**src/rtl/taglist_pkg.sv**
```systemverilog
// Shared constants for the tag-list generator: end-marker codes, FSM states
// and the bit offsets of the packed entry fields.
package taglist_pkg;

  localparam logic [1:0] LE_ELEM    = 2'b00;
  localparam logic [1:0] LE_SKIP    = 2'b01;
  localparam logic [1:0] LE_SEQ_END = 2'b10;
  localparam logic [1:0] LE_ROM_END = 2'b11;

  typedef enum logic [1:0] {
    ST_SCAN  = 2'd0,
    ST_WRITE = 2'd1,
    ST_DONE  = 2'd2
  } state_t;

  localparam int FINAL_BIT = 0;
  localparam int LAST_LSB  = 1;

  function automatic int first_lsb(input int pos_w);
    return pos_w + 1;
  endfunction

  function automatic int seq_lsb(input int pos_w);
    return 2 * pos_w + 1;
  endfunction

  function automatic int entry_w(input int pos_w, input int seq_w);
    return seq_w + 2 * pos_w + 1;
  endfunction

endpackage

```
**src/rtl/taglist_entry_pack.sv**
```systemverilog
// Combinational packer: {seq, first, last, final} -> one zero-extended RAM word.
module taglist_entry_pack
  import taglist_pkg::*;
#(
  parameter int POS_W  = 10,
  parameter int SEQ_W  = 7,
  parameter int DATA_W = 32
) (
  input  logic [SEQ_W-1:0]  i_seq,
  input  logic [POS_W-1:0]  i_first,
  input  logic [POS_W-1:0]  i_last,
  input  logic              i_final,
  output logic [DATA_W-1:0] o_entry
);

  localparam int FIRST_LSB = first_lsb(POS_W);
  localparam int SEQ_LSB   = seq_lsb(POS_W);

  always_comb begin
    o_entry                       = '0;
    o_entry[FINAL_BIT]            = i_final;
    o_entry[LAST_LSB  +: POS_W]   = i_last;
    o_entry[FIRST_LSB +: POS_W]   = i_first;
    o_entry[SEQ_LSB   +: SEQ_W]   = i_seq;
  end

endmodule

```
**src/rtl/taglist_gen_p.sv**
```systemverilog
// Tag-list generator: scans end-marker codes, tracks element positions and
// writes one packed {seq, first, last, final} entry per completed sequence.
module taglist_gen_p
  import taglist_pkg::*;
#(
  parameter int POS_W  = 10,
  parameter int SEQ_W  = 7,
  parameter int DATA_W = 32
) (
  input  logic              clk_1KHz,
  input  logic              reset,
  input  logic              start,
  input  logic              in_valid,
  output logic              in_ready,
  input  logic [1:0]        last_end,
  output logic              ram_we,
  output logic [SEQ_W-1:0]  ram_addr,
  output logic [DATA_W-1:0] ram_data,
  output logic [SEQ_W:0]    entry_count,
  output logic              done,
  output logic              overflow,
  output logic              full
);

  if (DATA_W < entry_w(POS_W, SEQ_W)) begin : g_bad_width
    $error("taglist_gen_p: DATA_W too small for SEQ_W+2*POS_W+1");
  end

  state_t              r_state;
  state_t              w_state_nxt;
  logic [POS_W-1:0]    r_pos;
  logic [POS_W-1:0]    r_first;
  logic [SEQ_W-1:0]    r_seq;
  logic                r_final;
  logic                r_ram_we;
  logic [SEQ_W-1:0]    r_ram_addr;
  logic [DATA_W-1:0]   r_ram_data;
  logic [SEQ_W:0]      r_cnt;
  logic                r_overflow;
  logic                r_full;
  logic                w_accept;
  logic                w_pos_max;
  logic                w_seq_max;
  logic [DATA_W-1:0]   w_entry;

  assign w_accept  = in_valid && (r_state == ST_SCAN);
  assign w_pos_max = &r_pos;
  assign w_seq_max = &r_seq;

  taglist_entry_pack #(
    .POS_W  (POS_W),
    .SEQ_W  (SEQ_W),
    .DATA_W (DATA_W)
  ) u_pack (
    .i_seq   (r_seq),
    .i_first (r_first),
    .i_last  (r_pos),
    .i_final (last_end[0]),
    .o_entry (w_entry)
  );

  always_comb begin
    w_state_nxt = r_state;
    case (r_state)
      ST_SCAN: begin
        if (w_accept) begin
          if (last_end[1])
            w_state_nxt = ST_WRITE;
          else if (last_end == LE_ELEM && w_pos_max)
            w_state_nxt = ST_DONE;
        end
      end
      // A completed ROM wins over full/overflow: it still ends in DONE but flags stay clear.
      ST_WRITE: begin
        if (r_final || w_seq_max || w_pos_max)
          w_state_nxt = ST_DONE;
        else
          w_state_nxt = ST_SCAN;
      end
      ST_DONE: begin
        if (start)
          w_state_nxt = ST_SCAN;
      end
      default: w_state_nxt = ST_SCAN;
    endcase
  end

  always_ff @(posedge clk_1KHz) begin
    if (reset) begin
      r_state <= ST_SCAN;
    end else begin
      r_state <= w_state_nxt;
    end
  end

  always_ff @(posedge clk_1KHz) begin
    if (reset) begin
      r_pos      <= '0;
      r_first    <= '0;
      r_seq      <= '0;
      r_final    <= 1'b0;
      r_ram_we   <= 1'b0;
      r_ram_addr <= '0;
      r_ram_data <= '0;
      r_cnt      <= '0;
      r_overflow <= 1'b0;
      r_full     <= 1'b0;
    end else begin
      r_ram_we <= 1'b0;
      case (r_state)
        ST_SCAN: begin
          if (w_accept) begin
            case (last_end)
              LE_ELEM: begin
                if (w_pos_max)
                  r_overflow <= 1'b1;
                else
                  r_pos <= r_pos + 1'b1;
              end
              LE_SKIP: ;
              default: begin
                r_ram_data <= w_entry;
                r_ram_addr <= r_seq;
                r_ram_we   <= 1'b1;
                r_final    <= last_end[0];
              end
            endcase
          end
        end
        ST_WRITE: begin
          r_cnt <= r_cnt + 1'b1;
          r_seq <= r_seq + 1'b1;
          if (!r_final) begin
            if (w_seq_max) begin
              r_full <= 1'b1;
            end else if (w_pos_max) begin
              r_overflow <= 1'b1;
            end else begin
              r_first <= r_pos + 1'b1;
              r_pos   <= r_pos + 1'b1;
            end
          end
        end
        ST_DONE: begin
          if (start) begin
            r_pos      <= '0;
            r_first    <= '0;
            r_seq      <= '0;
            r_cnt      <= '0;
            r_overflow <= 1'b0;
            r_full     <= 1'b0;
          end
        end
        default: ;
      endcase
    end
  end

  assign in_ready    = (r_state == ST_SCAN);
  assign done        = (r_state == ST_DONE);
  assign ram_we      = r_ram_we;
  assign ram_addr    = r_ram_addr;
  assign ram_data    = r_ram_data;
  assign entry_count = r_cnt;
  assign overflow    = r_overflow;
  assign full        = r_full;

endmodule

```
**config.mk**
```make
export PLATFORM = sky130hd
export DESIGN_NAME = taglist_gen_p
export DESIGN_NICKNAME = d
export VERILOG_FILES = /design/src/rtl/taglist_pkg.sv /design/src/rtl/taglist_entry_pack.sv /design/src/rtl/taglist_gen_p.sv
export SDC_FILE = /design/constraint.sdc
export NUM_CORES = 1
export LEC_CHECK = 0
export CORE_MARGIN = 4
export CORE_UTILIZATION = 55
export DETAILED_ROUTE_END_ITERATION = 12
export PLACE_DENSITY = 0.84
export SYNTH_ARGS = -nofsm -noshare
export SYNTH_HDL_FRONTEND = slang
export SYNTH_SLANG_ARGS = --single-unit
```
**constraint.sdc**
```tcl
create_clock -name clk_1KHz -period 5.65 [get_ports clk_1KHz]
set_input_delay 1.13 -clock clk_1KHz [delete_from_list [all_inputs] [get_ports clk_1KHz]]
set_output_delay 1.13 -clock clk_1KHz [all_outputs]
set_load 0.01 [all_outputs]
```
Run 1, the metal 4 layer:
Drawn at 6 px/um. Supply wires on this layer in grey. Cells faint in the background.
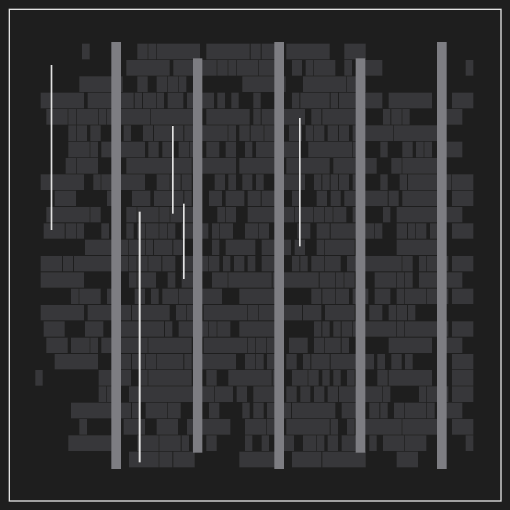
- share of all routed wire: 1.7%
- wire length on this layer: 116 um

Run 1, sequential cells grouped by signal name:
Drawn at 6 px/um. Other sequential cells in the stronger grey, the rest of the logic in the fainter grey.
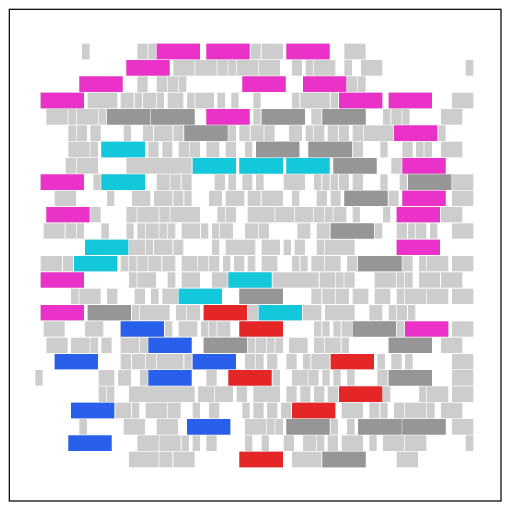
- entry_count: blue (sequential cells 8)
- r_pos: cyan (sequential cells 10)
- r_seq: red (sequential cells 7; where south)
- ram_data: magenta (sequential cells 21)
- not coloured: 22

==> notes.md, run 1 <==
Results of the implementation run.

The number of cells on the worst reg-to-reg path came out at 6. The CTS tree is built. After detailed routing, no signal wire sits above met4. The count of non-CTS inverters in the layout came out at 5.

The share of cell area taken by flip-flops and latches is 37.3%. In this run switching power makes up around 23% of total power. The endpoint arrival time on the critical path came out at just over 2 ns.

Along the critical path, the tally of buffer and inverter instances is 2. The post-synthesis cell count from yosys came out at around 380. The cts-stage hold buffer count is 0. The final report gives the standard cell area, fillers excluded, as around 3700 sq um. The cell family contributing the most delay on the critical path is buffers and inverters. The number of synthesis warnings came out at 0. The count of placed standard cells including taps is approximately 470. The flow ran to the end, and the final reports show no timing, DRC or antenna violations. For this run the top cell type by instance count after synthesis was sky130_fd_sc_hd__nand2_1.

In this run the VDD rail shows a maximum IR drop of about 0.00021 V. The post-synthesis instance area came out at around 3000 sq um. The cell depth of the worst min-delay path came out at 2. The count of final hold-check violations came out at 0. The post-detailed-route via-to-cell ratio is approximately 5.5. The post-route minimum period is approximately 3.2 ns.

The top-level port count came out at about 58. STA classifies the critical path startpoint as a flop. The worst hold path begins at ram_data[15]$_SDFFE_PP0P_. The effective utilization at floorplan is about 58%. The non-clock buffer share of cell area is between 10% and 20%.

The accumulated negative setup slack came out at 0 ns. The start of the worst register-to-register path is r_pos[0]$_SDFFE_PP0P_. The clock arrives with roughly 0.007 ns of skew. The post-synthesis chip area from yosys is 2990 sq um. Dividing the final minimum period by the clock period gives a little under three fifths.

The worst setup path is captured at an output port. The initial antenna violation count came out at 0. The first-iteration detailed-routing DRC count came out at 288. The buffers inserted during post-CTS setup optimization is 0. The global-route met1 utilization came out at 28.0%.

The endpoint of the worst hold path is reported as ram_data[15]$_SDFFE_PP0P_.
Run 1, placement density heat map:
Drawn at 4 px/um. The die is cut into 8 by 8 equal tiles; white is low, dark blue is high, 0 to 100% covered.
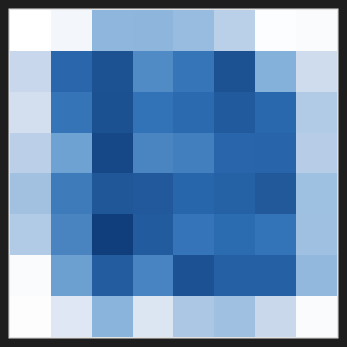
- tiles over 75% full: 34%
- fullest tile: 94%
- densest ninth of the die: centre
- nearly empty tiles: 4.7%

==> run 2, diff against run 1 <==
--- a/config.mk
+++ b/config.mk
@@ -6,9 +6,9 @@
 export NUM_CORES = 1
 export LEC_CHECK = 0
 export CORE_MARGIN = 4
-export CORE_UTILIZATION = 55
+export CORE_UTILIZATION = 51
 export DETAILED_ROUTE_END_ITERATION = 12
-export PLACE_DENSITY = 0.84
+export PLACE_DENSITY = 0.79
 export SYNTH_ARGS = -nofsm -noshare
 export SYNTH_HDL_FRONTEND = slang
 export SYNTH_SLANG_ARGS = --single-unit
==> constraint.sdc (replaced) <==
create_clock -name clk_1KHz -period 3.3 [get_ports clk_1KHz]
set_input_delay 0.66 -clock clk_1KHz [delete_from_list [all_inputs] [get_ports clk_1KHz]]
set_output_delay 0.66 -clock clk_1KHz [all_outputs]
set_load 0.01 [all_outputs]
==> notes.md, run 2 <==
Results of the implementation run.

The accumulated negative setup slack is 0 ns. Looking at the gate-level netlist, the highest instance count belongs to sky130_fd_sc_hd__nand2_1. The total area of sequential cells is roughly 1400 sq um. The count of final hold-check violations came out at 0.

Signal routing reaches up to met4. The fraction of area in multi-input gates came out at around 39%. The share of the core area taken by cells at floorplan is around 53%. After clock tree synthesis, the flow added hold-fix buffers numbering 0. Detailed-route iteration 0 reported a violation count of 225. With fillers left out, the area of the finished cells amounts to 3730 sq um. The post-route minimum period came out at 2.72 ns. As logged by OpenROAD, the buffers inserted on ports number 53. The global-route met1 utilization is about a quarter. The number of cells on the worst reg-to-reg path is 6.

Setup repair after global routing left no endpoint under its margin. The slowest stage cell on the critical path is sky130_fd_sc_hd__clkdlybuf4s50_1. For the worst min-delay path, the startpoint reported by OpenROAD is ram_data[13]$_SDFFE_PP0P_.

The buffer-and-inverter tally for the worst setup path is 2. Counting instances, the worst hold path has a depth of 2. Summing every instance area after synthesis gives 2990 sq um. The worst min-delay path endpoint is ram_data[13]$_SDFFE_PP0P_. STA classifies the critical path endpoint as an output port. The count of non-CTS inverters in the layout came out at 5. Per the detail_route report, vias per standard cell equal roughly 5.4. The worst setup path is launched from a flop. The synth_stat.txt file lists the number of cells as around 380. The number of synthesis warnings is 0.

STA lists the startpoint of the worst register-to-register path as r_pos[0]$_SDFFE_PP0P_. The stat command in Yosys gives a chip area of between 2000 and 3000 sq um. TritonCTS built the clock tree.

The total number of cells along the worst setup path is 3. The maximum vdd ir drop came out at ~0.00032 V. The initial antenna violation count is 0. The top-level port count is around 58. The count of placed standard cells including taps came out at 480.

The endpoint arrival time on the critical path is ~2.1 ns. The final clock skew is slightly below 0.007 ns. In this design, the largest share of critical-path delay is due to buffers and inverters.

The share of the cycle needed by the critical path after routing came out at approximately 80%. The run finished with clean final reports.
Run 2, placement density heat map:
Drawn at 4 px/um. The die is cut into 8 by 8 equal tiles; white is low, dark blue is high, 0 to 100% covered.
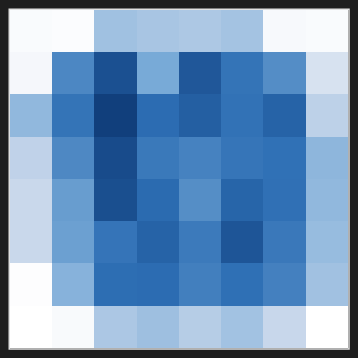
- mean over tiles: 51%
- tiles over 75% full: 22%
- densest ninth of the die: centre
- fullest tile: 94%

Run 2, wiring by layer:
Drawn at 6 px/um.
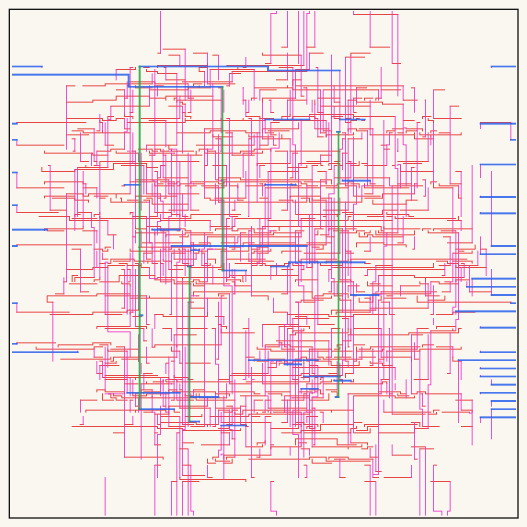
- M3: blue (wire length 348 um)
- M1: red (wire length 3,210 um)
- M2: magenta (wire length 3,020 um)
- M4: green (wire length 158 um)

Run 2, floorplan with the power grid:
Drawn at 4 px/um. Pins as bars on the die edge. Tap cells in grey.
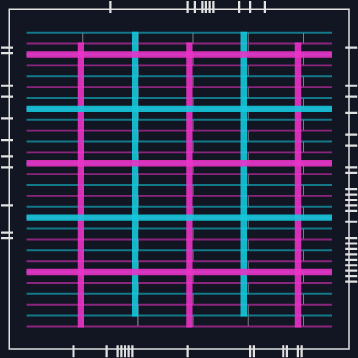
- VSS: magenta
- VDD: cyan
- rows: 27
- met5 straps: 5
- met1 rails: 28
- met4 straps: 5

==> run 3, diff against run 2 <==
--- a/config.mk
+++ b/config.mk
@@ -6,9 +6,9 @@
 export NUM_CORES = 1
 export LEC_CHECK = 0
 export CORE_MARGIN = 4
-export CORE_UTILIZATION = 51
+export CORE_UTILIZATION = 46
 export DETAILED_ROUTE_END_ITERATION = 12
-export PLACE_DENSITY = 0.79
+export PLACE_DENSITY = 0.75
 export SYNTH_ARGS = -nofsm -noshare
 export SYNTH_HDL_FRONTEND = slang
 export SYNTH_SLANG_ARGS = --single-unit
==> constraint.sdc (replaced) <==
create_clock -name clk_1KHz -period 2.3 [get_ports clk_1KHz]
set_input_delay 0.46 -clock clk_1KHz [delete_from_list [all_inputs] [get_ports clk_1KHz]]
set_output_delay 0.46 -clock clk_1KHz [all_outputs]
set_load 0.01 [all_outputs]
==> notes.md, run 3 <==
Results of the implementation run.

The accumulated negative setup slack is 0 ns. The buffers inserted during post-CTS setup optimization is 0. The switching fraction of total power came out at 25.6%. The worst setup path is launched from a flop.

The endpoint arrival time on the critical path is roughly 1.8 ns. The initial antenna violation count came out at 0. The top-level port count came out at around 58. The worst hold path terminates at ram_data[15]$_SDFFE_PP0P_.

For the worst min-delay path, the startpoint reported by OpenROAD is r_first[4]$_SDFFE_PP0P_. The sequential cells in the finished layout cover a total of between 1000 and 1500 sq um. The family with the most delay on the worst path is buffers and inverters. The run finished with clean final reports. After detailed placement, the design holds a cell count of 495. On the critical path, the stage with the largest delay is an instance of sky130_fd_sc_hd__clkdlybuf4s50_1. The post-route minimum period is 2.21 ns.

The final clock skew is 0.0104 ns. The number of buffers added on ports is around 53. The post-synthesis instance area came out at between 2000 and 3000 sq um. For the completed layout, the total cell area is recorded as 3790 sq um. The post-synthesis chip area from yosys came out at between 2000 and 3000 sq um. The share of the cycle needed by the critical path after routing came out at a little over nine tenths. The post-detailed-route via-to-cell ratio came out at between 5 and 6.

The global-route met1 utilization came out at about a quarter. During synthesis, Yosys emitted a total of 0 warnings. The count of final hold-check violations is 0.

Setup repair after global routing left no endpoint under its margin. The maximum vdd ir drop is about 0.00045 V. The synthesis stats list as the most numerous cell sky130_fd_sc_hd__nand2_1. Per the Yosys statistics, synthesis produced between 300 and 400 cells. The buffer-and-inverter tally for the worst setup path came out at 2. The number of cells on the worst reg-to-reg path is 6. The launch point of the worst register-to-register path is recorded as r_seq[0]$_SDFFE_PP0P_. The share of the core area taken by cells at floorplan is 47.3%.
Run 3, placement density heat map:
Drawn at 4 px/um. The die is cut into 9 by 9 equal tiles; white is low, dark blue is high, 0 to 100% covered.
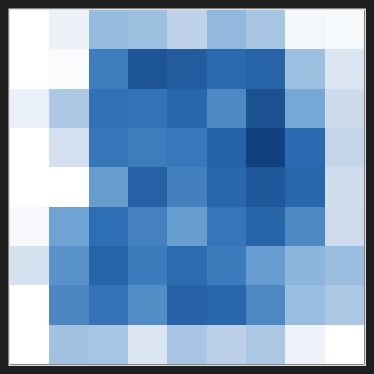
- tiles over 75% full: 22%
- fullest tile: 93%
- densest ninth of the die: centre
- nearly empty tiles: 9.9%

Run 3, floorplan with the power grid:
Drawn at 4 px/um. Pins as bars on the die edge. Tap cells in grey.
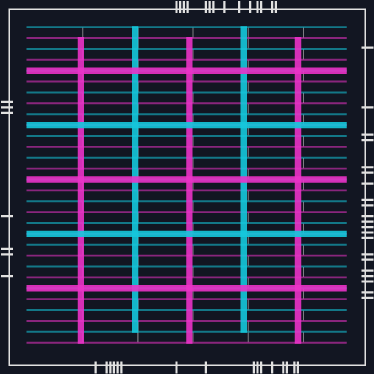
- VDD: cyan
- VSS: magenta
- met5 straps: 5
- signal pins: 58
- tap cells: 77
- met1 rails: 30
- met4 straps: 5

Run 3, sequential cells grouped by signal name:
Drawn at 6 px/um. Other sequential cells in the stronger grey, the rest of the logic in the fainter grey.
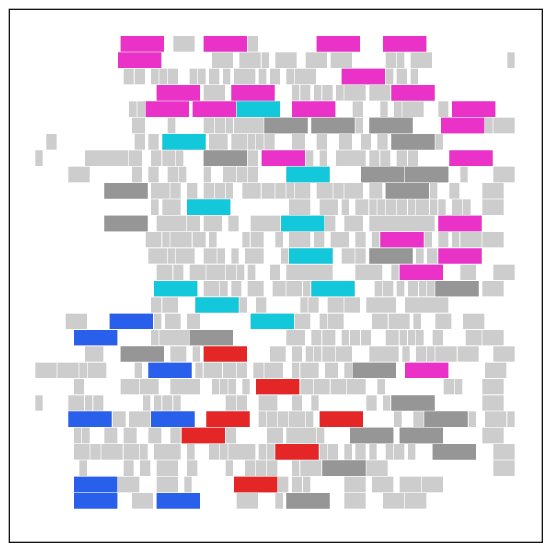
- r_pos: cyan (sequential cells 10; where centre)
- r_seq: red (sequential cells 7; where south)
- entry_count: blue (sequential cells 8; where south-west)
- ram_data: magenta (sequential cells 21)
- not coloured: 22

Power is estimated from default activity; no workload was simulated.
